--- src/rtl/fifo_rr_drain_if.sv ---
`default_nettype none
// ============================================================================
// fifo_rr_drain_if : source/destination FIFO bundle for the round-robin drain
// Revision 1.0
// ============================================================================
interface fifo_rr_drain_if #(
  parameter int DATA_WIDTH = 10
);
  logic                      enable;
  logic [3:0]                src_mask;
  logic [3:0]                src_empty;
  logic [4*DATA_WIDTH-1:0]   src_data;
  logic [3:0]                src_pop;
  logic                      dst_full;
  logic                      dst_push;
  logic [DATA_WIDTH-1:0]     dst_data;
  logic [1:0]                grant;
  logic                      busy;
  logic [15:0]               xfer_count;

  modport master (
    input  enable, src_mask, src_empty, src_data, dst_full,
    output src_pop, dst_push, dst_data, grant, busy, xfer_count
  );

  modport slave (
    output enable, src_mask, src_empty, src_data, dst_full,
    input  src_pop, dst_push, dst_data, grant, busy, xfer_count
  );
endinterface
`default_nettype wire

--- src/rtl/fifo_rr_drain.sv ---
`default_nettype none
// ============================================================================
// fifo_rr_drain : burst-limited round-robin mover, 4 source FIFOs -> 1 dest FIFO
// Revision 1.0
// ============================================================================
module fifo_rr_drain #(
  parameter int DATA_WIDTH = 10,
  parameter int BURST      = 2
) (
  input wire             clk,
  input wire             reset,
  fifo_rr_drain_if.master bus
);
  localparam logic [2:0] BURST_MAX = 3'(BURST);

  typedef enum logic [1:0] {
    IDLE = 2'd0,
    POP  = 2'd1,
    WAIT = 2'd2,
    PUSH = 2'd3
  } state_t;

  state_t                state;
  state_t                state_next;
  logic [1:0]            grant;
  logic [1:0]            grant_next;
  logic [2:0]            burst_cnt;
  logic [2:0]            burst_next;
  logic [DATA_WIDTH-1:0] out_data;
  logic [15:0]           count;

  logic [3:0]            eligible;
  logic                  go;
  logic                  keep;
  logic                  found;
  logic [1:0]            winner;
  logic [1:0]            idx;
  logic [DATA_WIDTH-1:0] src_word;

  assign eligible = bus.src_mask & ~bus.src_empty;
  assign go       = bus.enable & (|eligible) & ~bus.dst_full;
  assign src_word = bus.src_data[32'(grant)*DATA_WIDTH +: DATA_WIDTH];

  // Search starts one past the current grant; the fourth step wraps onto grant itself.
  always_comb begin
    keep   = (burst_cnt != 3'd0) && (burst_cnt < BURST_MAX) && eligible[grant];
    winner = grant;
    found  = 1'b0;
    idx    = grant;
    for (int k = 1; k <= 4; k++) begin
      idx = grant + 2'(k);
      if (!found && eligible[idx]) begin
        winner = idx;
        found  = 1'b1;
      end
    end
  end

  always_comb begin
    state_next = state;
    grant_next = grant;
    burst_next = burst_cnt;
    case (state)
      IDLE, PUSH: begin
        state_next = IDLE;
        if (go) begin
          state_next = POP;
          if (keep) begin
            burst_next = burst_cnt + 3'd1;
          end else begin
            grant_next = winner;
            burst_next = 3'd1;
          end
        end
      end
      POP:     state_next = WAIT;
      WAIT:    state_next = PUSH;
      default: state_next = IDLE;
    endcase
  end

  always_ff @(posedge clk) begin
    if (!reset) begin
      state     <= IDLE;
      grant     <= 2'd3;
      burst_cnt <= 3'd0;
      out_data  <= '0;
      count     <= 16'd0;
    end else begin
      state     <= state_next;
      grant     <= grant_next;
      burst_cnt <= burst_next;
      if (state == WAIT) begin
        out_data <= src_word;
      end
      if (state == PUSH) begin
        count <= count + 16'd1;
      end
    end
  end

  assign bus.src_pop    = (state == POP) ? (4'b0001 << grant) : 4'b0000;
  assign bus.dst_push   = (state == PUSH);
  assign bus.busy       = (state != IDLE);
  assign bus.grant      = grant;
  assign bus.dst_data   = out_data;
  assign bus.xfer_count = count;
endmodule
`default_nettype wire

--- src/flat_wrapper.sv ---
// flat-port wrapper written by rule: the top's interface ports become plain ports
module fifo_rr_drain_flat 
#(
  parameter int DATA_WIDTH = 10,
  parameter int BURST      = 2
)
  (clk, reset, bus_enable, bus_src_mask, bus_src_empty, bus_src_data, bus_dst_full, bus_src_pop, bus_dst_push, bus_dst_data, bus_grant, bus_busy, bus_xfer_count);
  fifo_rr_drain_if #(.DATA_WIDTH(DATA_WIDTH)) bus_i ();
  input wire clk;
  input wire reset;
  input wire logic [$bits(bus_i.enable)-1:0] bus_enable;
  input wire logic [$bits(bus_i.src_mask)-1:0] bus_src_mask;
  input wire logic [$bits(bus_i.src_empty)-1:0] bus_src_empty;
  input wire logic [$bits(bus_i.src_data)-1:0] bus_src_data;
  input wire logic [$bits(bus_i.dst_full)-1:0] bus_dst_full;
  output wire logic [$bits(bus_i.src_pop)-1:0] bus_src_pop;
  output wire logic [$bits(bus_i.dst_push)-1:0] bus_dst_push;
  output wire logic [$bits(bus_i.dst_data)-1:0] bus_dst_data;
  output wire logic [$bits(bus_i.grant)-1:0] bus_grant;
  output wire logic [$bits(bus_i.busy)-1:0] bus_busy;
  output wire logic [$bits(bus_i.xfer_count)-1:0] bus_xfer_count;
  assign bus_i.enable = bus_enable;
  assign bus_i.src_mask = bus_src_mask;
  assign bus_i.src_empty = bus_src_empty;
  assign bus_i.src_data = bus_src_data;
  assign bus_i.dst_full = bus_dst_full;
  assign bus_src_pop = bus_i.src_pop;
  assign bus_dst_push = bus_i.dst_push;
  assign bus_dst_data = bus_i.dst_data;
  assign bus_grant = bus_i.grant;
  assign bus_busy = bus_i.busy;
  assign bus_xfer_count = bus_i.xfer_count;
  fifo_rr_drain #(.DATA_WIDTH(DATA_WIDTH), .BURST(BURST)) u_core (.clk(clk), .reset(reset), .bus(bus_i));
endmodule
--- config.mk ---
export PLATFORM = sky130hd
export DESIGN_NAME = fifo_rr_drain_flat
export DESIGN_NICKNAME = d
export VERILOG_FILES = /design/src/rtl/fifo_rr_drain_if.sv /design/src/rtl/fifo_rr_drain.sv /design/src/flat_wrapper.sv
export SDC_FILE = /design/constraint.sdc
export NUM_CORES = 1
export LEC_CHECK = 0
export CAP_MARGIN = 20
export CORE_MARGIN = 8
export CORE_UTILIZATION = 25
export CTS_CLUSTER_SIZE = 20
export DETAILED_ROUTE_END_ITERATION = 10
export GPL_ROUTABILITY_DRIVEN = 0
export MAX_ROUTING_LAYER = met4
export PLACE_DENSITY = 0.49
export SYNTH_ARGS = -nofsm -noshare
export SYNTH_HDL_FRONTEND = slang
export SYNTH_SLANG_ARGS = --single-unit
export TNS_END_PERCENT = 10
--- constraint.sdc ---
create_clock -name clk -period 2.6 [get_ports clk]
set_input_delay 0.26 -clock clk [delete_from_list [all_inputs] [get_ports clk]]
set_output_delay 0.26 -clock clk [all_outputs]
set_load 0.005 [all_outputs]
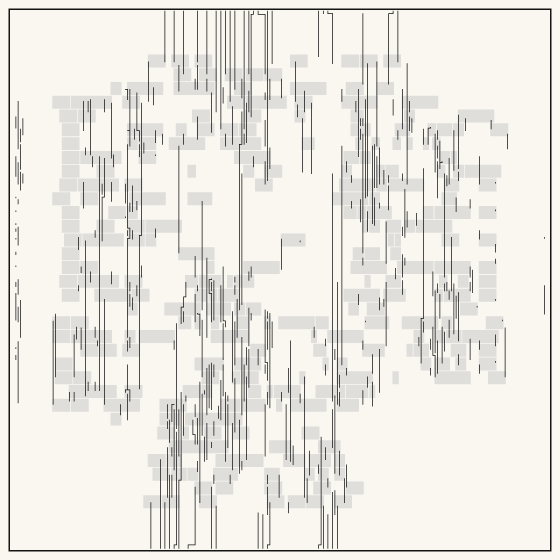
*Metal 2, run 1*
Cells faint in the background.
main direction: vertical
nets with wire on the layer: 291
longest straight run: 46.2 um
share of all routed wire: 49%
wire length on this layer: 2610 um
vias after detailed routing: 1729
M2 GR Usage: 0.1621

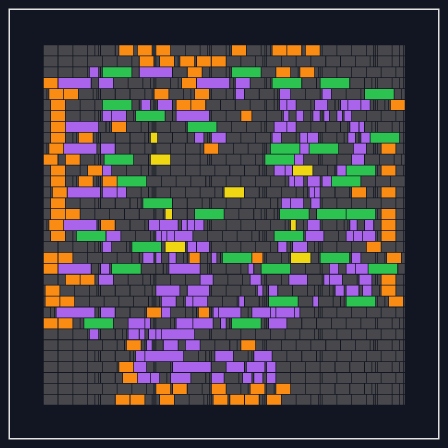
*Cell classes on the final placement, run 1*
Fill, decap, tap and diode cells in grey.
[yellow] clock drivers and dummy loads | cells: 8
[purple] combinational and other logic | cells: 154
[orange] other buffers and delay cells | cells: 89
[green] flops | cells: 33
fraction of area in registers: 0.2126
Site Rows: 33
fin area: 3107 um^2

==> impl_metrics.toml, run 1 <==
# synthesis and place-and-route metrics
[routing]
drt-wirelength-per-cell_um = 13.63
dr.pass1.iters = 4
vias_per_cell = 4.445

[final_timing]
grt_setup_unrepaired = "no"
slew_violations = 0
tightest_slew_ns = 0.7172
fmax_ghz = 0.4686

[run]
cap_violations = 0
warnings = 33

[worst_hold_path]
min_to = "u_core.burst_cnt[2]"
hold_depth = 2

[global_route]
grt_pass1_wl_mm = 8.928
grt_max_degree = 19

[critical_path]
rrSetupSlack_ns = 0.47
required_ns = 2.77
rr_startpoint = "u_core.bus.grant[0]"

[cells_and_area]
fill_cells = 838
final_cells = 389

[synth]
synth_cell_types = 43
common_cells = "dfxtp_1 (33), and2_1 (17), mux2i_1 (14)"
yosys_warnings = 0
synthesis.nets = 257
ys_ff = 33

[cts]
cts_resized = 0
cts-root-to-sink-buffers = 2
hold_buffers = 0
cts_tree = "done"

[pwr]
p_leak_nw = 1.168
power_density_nw_per_um2 = 370.8
power_switching_w = 0.0002859
combPwrFrac = 0.215

[placement]
place_inst = 381
place_area_um2 = 3024

[status]
status = "completed"
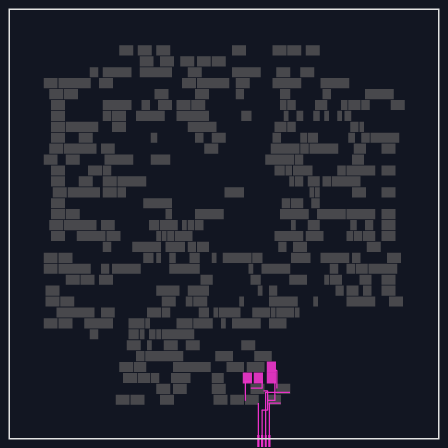
*I/O nets highlighted, run 1*
[magenta] `bus_src_pop` | bits: 4 | direction: output | end cells: 4 | buffers: 4 | wire: 72.2 um

[run 1: cells by family (layout without fill, tap and decap cells)]
family / count (synthesis) / in the layout / share of synthesized area
buffers and inverters: 17 / 107 / 0.04204
muxes: 28 / 28 / 0.2236
DFF: 33 / 33 / 0.3218
AOI/OAI and AO/OA: 21 / 21 / 0.08044
and+or+nand+nor: 72 / 72 / 0.2139
adders and majority gates: 11 / 11 / 0.06703
xor gates and xnor gates: 12 / 12 / 0.05119
[run 1: how the worst max path moves through the flow]
stage	depth (start not counted)	start	end
6_report	6	u_core.bus.grant[0]	u_core.bus.grant[0]
4_1_cts	6	u_core.bus.grant[0]	u_core.bus.grant[0]
2_1_floorplan	7	u_core.bus.grant[0]	u_core.bus.grant[0]
3_3_place_gp	6	bus_src_empty[3]	u_core.bus.grant[0]
5_1_grt	6	u_core.bus.grant[0]	u_core.bus.grant[0]
3_5_place_dp	6	bus_src_empty[1]	u_core.bus.grant[0]
[run 1: metal layers]
metal / track usage / vias to the layer above / share of wire
met1: 0.1125 / 800 / 0.43
met4: 0.02714 / 0 / 0.0066
li1: - / 873 / -
met2: 0.1621 / 52 / 0.49
met3: 0.03659 / 4 / 0.069
met5: - / - / 0
[run 1: sequential cells by signal (all words and copies together) (netlist names)]
| register | count |
|---|---|
| u_core.bus.xfer_count | 16 |
| u_core.bus.dst_data | 10 |
| u_core.state | 2 |
| u_core.bus.grant | 2 |
| u_core.burst_cnt | 3 |
[run 1: cells in the final DEF (no fill, tap or decap), drive strengths merged, types with 2 or more instances in the layout]
cell	n
a21boi	6
nor2b	14
and2	17
ha	11
nor3	3
o21ai	5
and2b	2
xor2	6
clkdlybuf4s50	85
xnor2	6
nand3	6
nand2	10
or3	3
inv	10
nand4	3
mux4	13
clkinv	2
clkbuf	6
o311a	2
dfxtp	33
buf	4
mux2i	14
nor4	2
nor2	6
nand2b	4
[run 1: layout make-up]
class / instances / area (um^2) / share of cell area
timing repair buffer: 89 / 880.8 / 0.2835
multi-input combinational: 144 / 1306 / 0.4205
tap: 105 / 131.4 / 0.04229
inverter: 10 / 45.04 / 0.01450
sequential: 33 / 660.6 / 0.2126
clock inverter: 2 / 10.01 / 0.003222
clock buffer: 6 / 72.57 / 0.02336
[run 1: stage by stage]
step	total power (W)	worst slack, ns	hold WS, ns
after floorplan	0.0006652	0.6610	0.3983
final	0.001152	0.4659	0.4893
after global routing	0.001226	0.3282	0.5055
after detailed placement	0.0007930	0.3350	0.4831
after global placement	0.0007908	0.3953	0.4706
after CTS	0.001182	0.4283	0.4938
[run 1: power groups by stage]
stage / sequential, W / clock, W / combinational (W)
finish: 0.000527 / 0.000376 / 0.000248
global route: 0.000529 / 0.000426 / 0.000271
CTS: 0.000528 / 0.000401 / 0.000254
detailed placement: 0.000539 / 0 / 0.000254
global placement: 0.000539 / 0 / 0.000252
floorplan: 0.000538 / 0 / 0.000127
[run 1: critical path: cells and delay by family (launching register included)]
kind / cells / cell delay [ns]
AND-OR/OR-AND: 1 / 0.27
adder cells (fa/ha/maj): 1 / 0.32
buffers and inverters: 1 / 0.07
flip-flops: 1 / 0.62
multiplexers: 2 / 0.61
AND/OR/NAND/NOR: 1 / 0.14
### Signal wires on met3, run 1

Bar = 20 um.
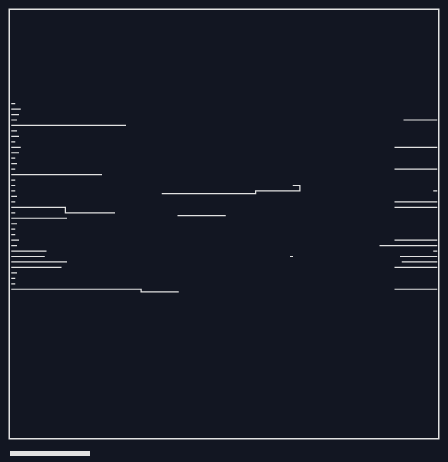

==> run 1 -> run 2 <==
==> constraint.sdc (replaced) <==
create_clock -name clk -period 2 [get_ports clk]
set_input_delay 0.2 -clock clk [delete_from_list [all_inputs] [get_ports clk]]
set_output_delay 0.2 -clock clk [all_outputs]
set_load 0.005 [all_outputs]
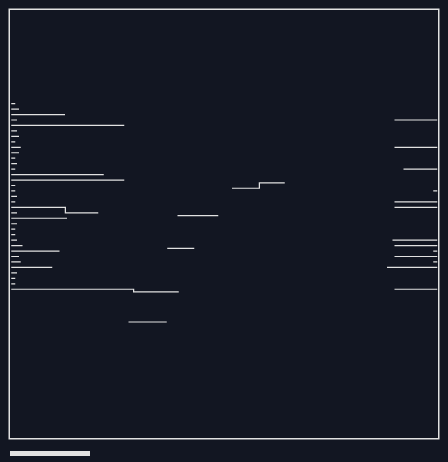
*Signal wires on met3, run 2*
Bar = 20 um.
main direction: horizontal
nets with wire on the layer: 51
wire length on this layer: 367 um
share of all routed wire: 6.6%

==> impl_metrics.toml, run 2 <==
# synthesis and place-and-route metrics
[placement]
place_area_um2 = 3142
place_inst = 395

[routing]
dr.pass1.iters = 4
drt-wirelength-per-cell_um = 13.84

[synth]
synthesis.nets = 257
ys_ff = 33
synth_cell_types = 43
yosys_warnings = 0
ys_cells = 194

[critical_path]
required_ns = 2.17
crit_family = "multiplexers"
rr_startpoint = "u_core.bus.grant[0]"
rrSetupSlack_ns = 0.12

[cells_and_area]
layout-drive-gt1-share = 0.1672
fill_cells = 839
lay_top_cells = "clkdlybuf4s50_1 (85), dfxtp_1 (32), and2_1 (17), buf_4 (17), mux2i_1 (14)"
fin_area_um2 = 3301
layout_top_cell = "clkdlybuf4s50_1"
layout.area.seq_um2 = 664.4
final_cells = 404

[final_timing]
finalHoldViolCount = 0
grt_setup_unrepaired = "no"
slew_violations = 0
setup_viol = 0
tightest_slew_ns = 0.4562

[cts]
worstSkewPairLatency_ns = 0.28
htreeDepth = 2
cts-root-to-sink-buffers = 2
cts_sinks = 33
hold_buffers = 0
cts_tree = "done"

[global_route]
grt_max_degree = 20
grt_pass1_wl_mm = 9.363

[pwr]
p_leak_nw = 1.266
p_total_w = 0.001791

[worst_hold_path]
hold_depth = 2
min_to = "u_core.burst_cnt[2]"

[die]
rows = 33
die_width_um = 106.6

[status]
status = "completed"

[run]
warnings = 33
-- run 2: cell types whose count changed in the layout (fill, tap and decap cells not counted), sizes merged --
cell,delta
clkbuf,-1
clkinv,-1
bufinv,+2
buf,+15
-- run 2: kinds of logic after synthesis --
logic type | Yosys count | share of synthesized area
and+or+nand+nor | 72 | 0.2139
DFF | 33 | 0.3218
muxes | 28 | 0.2236
AOI/OAI and AO/OA | 21 | 0.08044
buffers and inverters | 17 | 0.04204
xor gates and xnor gates | 12 | 0.05119
adders and majority gates | 11 | 0.06703
-- run 2: layout make-up --
type | count | area share
Multi-Input combinational cell | 144 | 0.4003
Timing Repair Buffer | 104 | 0.3044
Sequential cell | 33 | 0.2013
Tap cell | 105 | 0.03980
Clock buffer | 5 | 0.02085
Clock inverter | 3 | 0.01971
Inverter | 10 | 0.01365
-- run 2: worst reg2reg max path: cells and delay by family (launching register included) --
kind                   cells  cell delay (ns)
multiplexers               2             0.85
flip-flops                 1             0.37
AND/OR/NAND/NOR            1             0.31
buffers and inverters      2             0.16
AND-OR/OR-AND              1             0.09
-- run 2: how the worst max path moves through the flow --
| stage | slack (ns) | depth (start not counted) | to | start |
|---|---|---|---|---|
| 2_1_floorplan | 0.06 | 7 | u_core.bus.grant[0] | u_core.bus.grant[0] |
| 3_3_place_gp | -0.12 | 6 | u_core.bus.grant[0] | bus_src_empty[0] |
| 3_5_place_dp | -0.16 | 6 | u_core.bus.grant[0] | bus_src_empty[0] |
| 4_1_cts | 0.03 | 7 | u_core.bus.grant[0] | u_core.bus.grant[0] |
| 5_1_grt | 0.001 | 7 | u_core.bus.grant[1] | u_core.bus.grant[0] |
| 6_report | 0.12 | 6 | u_core.bus.grant[0] | u_core.bus.grant[0] |
-- run 2: power breakdown --
part           leakage [nW]  switching, W  total, W  internal, W
sequential            0.267     0.0000108  0.000683     0.000672
clock                0.0681      0.000256  0.000751     0.000495
combinational         0.931      0.000123  0.000357     0.000234
total                  1.27      0.000390   0.00179      0.00140
-- run 2: per-stage QoR --
step / setup WS (ns) / hold WS [ns]
finish: 0.1224 / 0.4895
global route: 0.0009865 / 0.5318
CTS: 0.03116 / 0.4939
detailed placement: -0.1559 / 0.4824
global placement: -0.1248 / 0.4739
floorplan: 0.06103 / 0.3383
-- run 2: routing by layer --
metal	wire length, um	global-route usage	share of wire	up-vias
li1	-	-	-	899
met3	366	0.03839	0.065	2
met5	0	-	0	-
met4	19	0.01809	0.0034	0
met1	2448	0.1176	0.44	827
met2	2755	0.1718	0.49	55
-- run 2: timing repair --
action | CTS | global route
gates resized | 0 | 7
setup endpoints to repair | 0 | 3
setup buffers | 0 | 2
### Cell classes on the final placement, run 2

Fill, decap, tap and diode cells in grey.
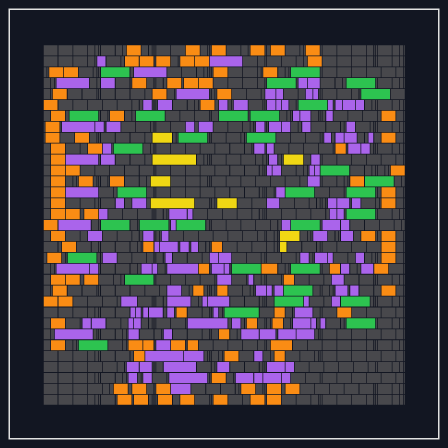

==> run 2 -> run 3 <==
--- a/config.mk
+++ b/config.mk
@@ -6,7 +6,7 @@
 export NUM_CORES = 1
 export LEC_CHECK = 0
 export CAP_MARGIN = 20
-export CORE_MARGIN = 8
+export CORE_MARGIN = 3
 export CORE_UTILIZATION = 25
 export CTS_CLUSTER_SIZE = 20
 export DETAILED_ROUTE_END_ITERATION = 10
==> constraint.sdc (replaced) <==
create_clock -name clk -period 2 [get_ports clk]
set_input_delay 0.2 -clock clk [delete_from_list [all_inputs] [get_ports clk]]
set_output_delay 0.2 -clock clk [all_outputs]
set_load 0.1 [all_outputs]
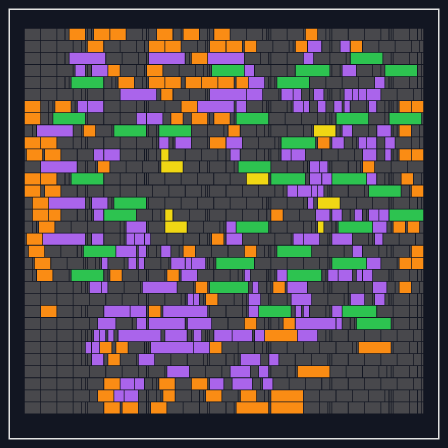
*Cell classes on the final placement, run 3*
Fill, decap, tap and diode cells in grey.
[green] flops | cells: 33
[orange] other buffers and delay cells | cells: 101
[purple] combinational and other logic | cells: 154
[yellow] clock drivers and dummy loads | cells: 8

==> impl_metrics.toml, run 3 <==
# synthesis and place-and-route metrics
[synth]
yosys_warnings = 0
ys_ff = 33
synthesis.nets = 257
edf_count = 0
synth_cell_types = 43
common_cells = "dfxtp_1 (33), and2_1 (17), mux2i_1 (14)"
ys_cells = 194

[cells_and_area]
lay_top_cells = "clkdlybuf4s50_1 (51), buf_4 (44), dfxtp_1 (20)"
final_cells = 398
layout-drive-gt1-share = 0.3142
layout_top_cell = "clkdlybuf4s50_1"
largest_reg_flops = 16

[final_timing]
setup_slack_ns = 0.1351
fmax_ghz = 0.5362
finalHoldViolCount = 0
grt_setup_unrepaired = "no"
slew_violations = 0
slew_headroom = 0.6985
setup_viol = 0
holdWs_ns = 0.4902
tightest_slew_ns = 0.4475

[die]
rows = 32
core_area_um2 = 7848
die_area_um2 = 9336

[pwr]
sequentialPowerShare = 0.416
p_clk_frac = 0.298
p_leak_nw = 1.312
power_density_nw_per_um2 = 508.3
combPwrFrac = 0.286
power_switching_w = 0.0004944
intPower_w = 0.001148

[cts]
worstSkewPairLatency_ns = 0.28
cts-root-to-sink-buffers = 2
cts_tree = "done"
cts_setup_buffers = 0
htreeDepth = 2

[placement]
dp_slack_ns = -0.1138
port_buffers = 85
place_inst = 390

[status]
status = "completed"

[run]
warnings = 34
cap_violations = 0

[critical_path]
required_ns = 2.17

[global_route]
grt_max_degree = 18
grt_pass1_wl_mm = 8.866

[routing]
dr.pass1.iters = 4
vias = 1771
vias_per_cell = 4.450
## run 3: cell counts after synthesis
Identical to the previous run, type by type.
## run 3: cells by family after synthesis
kind of cell	Yosys count	share of synthesized area
compound gates	21	0.08044
flops	33	0.3218
xor+xnor	12	0.05119
mux	28	0.2236
simple gates	72	0.2139
buf+inv	17	0.04204
fa+ha+maj	11	0.06703
## run 3: what timing repair did
action	CTS	global route
gates resized	0	2
setup endpoints to repair	0	2
hold buffers	0	0
## run 3: cell type report
cell class                      instances  area [um^2]
Sequential cell                        33        681.9
Tap cell                              102        127.6
Clock buffer                            6        72.57
Timing Repair Buffer                  101        960.9
Fill cell                             799         4616
Inverter                               10        45.04
Clock inverter                          2        10.01
Multi-Input combinational cell        144         1334
## run 3: metal layers
layer | vias to the layer above | GRT usage | share of wire
met5 | - | - | 0
met4 | 0 | 0.02592 | 0.0044
met3 | 2 | 0.03389 | 0.055
met2 | 48 | 0.1858 | 0.48
met1 | 827 | 0.1519 | 0.46
li1 | 894 | - | -
## run 3: power groups by stage
stage | Clock, W | Sequential, W | Combinational, W
floorplan | 0 | 0.000783 | 0.000197
global placement | 0 | 0.000698 | 0.000473
detailed placement | 0 | 0.000699 | 0.000475
CTS | 0.000520 | 0.000683 | 0.000476
global route | 0.000550 | 0.000686 | 0.000502
finish | 0.000489 | 0.000684 | 0.000470
## run 3: final timing paths
kind	slack, ns	cells past startpoint	startpoint	to
max	0.14	6	u_core.state[1]	u_core.bus.grant[0]
min	0.49	2	u_core.burst_cnt[2]	u_core.burst_cnt[2]
max reg2reg	0.14	6	u_core.state[1]	u_core.bus.grant[0]
min reg2reg	0.49	2	u_core.burst_cnt[2]	u_core.burst_cnt[2]
## run 3: worst max-delay path, stage by stage, from the launching register on
cell and delay, ns:
dfxtp_2 0.36, inv_1 0.06, ha_1 0.31, nor2_2 0.15
o311ai_2 0.16, a2111oi_4 0.37, mux2_4 0.33
## run 3: metrics by stage
stage,total power (W),instance area (um^2),setup TNS [ns]
finish,0.001643,3232,0
global route,0.001738,3232,0
CTS,0.001679,3228,0
detailed placement,0.001174,3146,-0.2412
global placement,0.001171,3146,-0.1693
floorplan,0.0009794,2102,-0.06717

==> gallery <==
Cell outlines without signal wires.
(a)
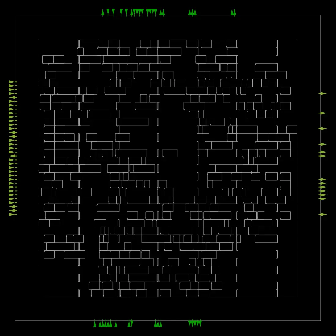
(b)
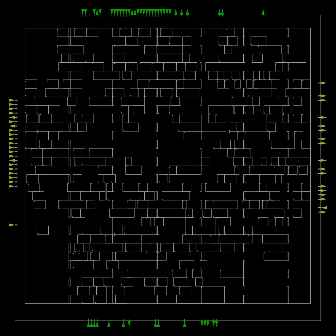
run 3: (b)
run 2: (a)

Power is estimated from default activity; no workload was simulated.
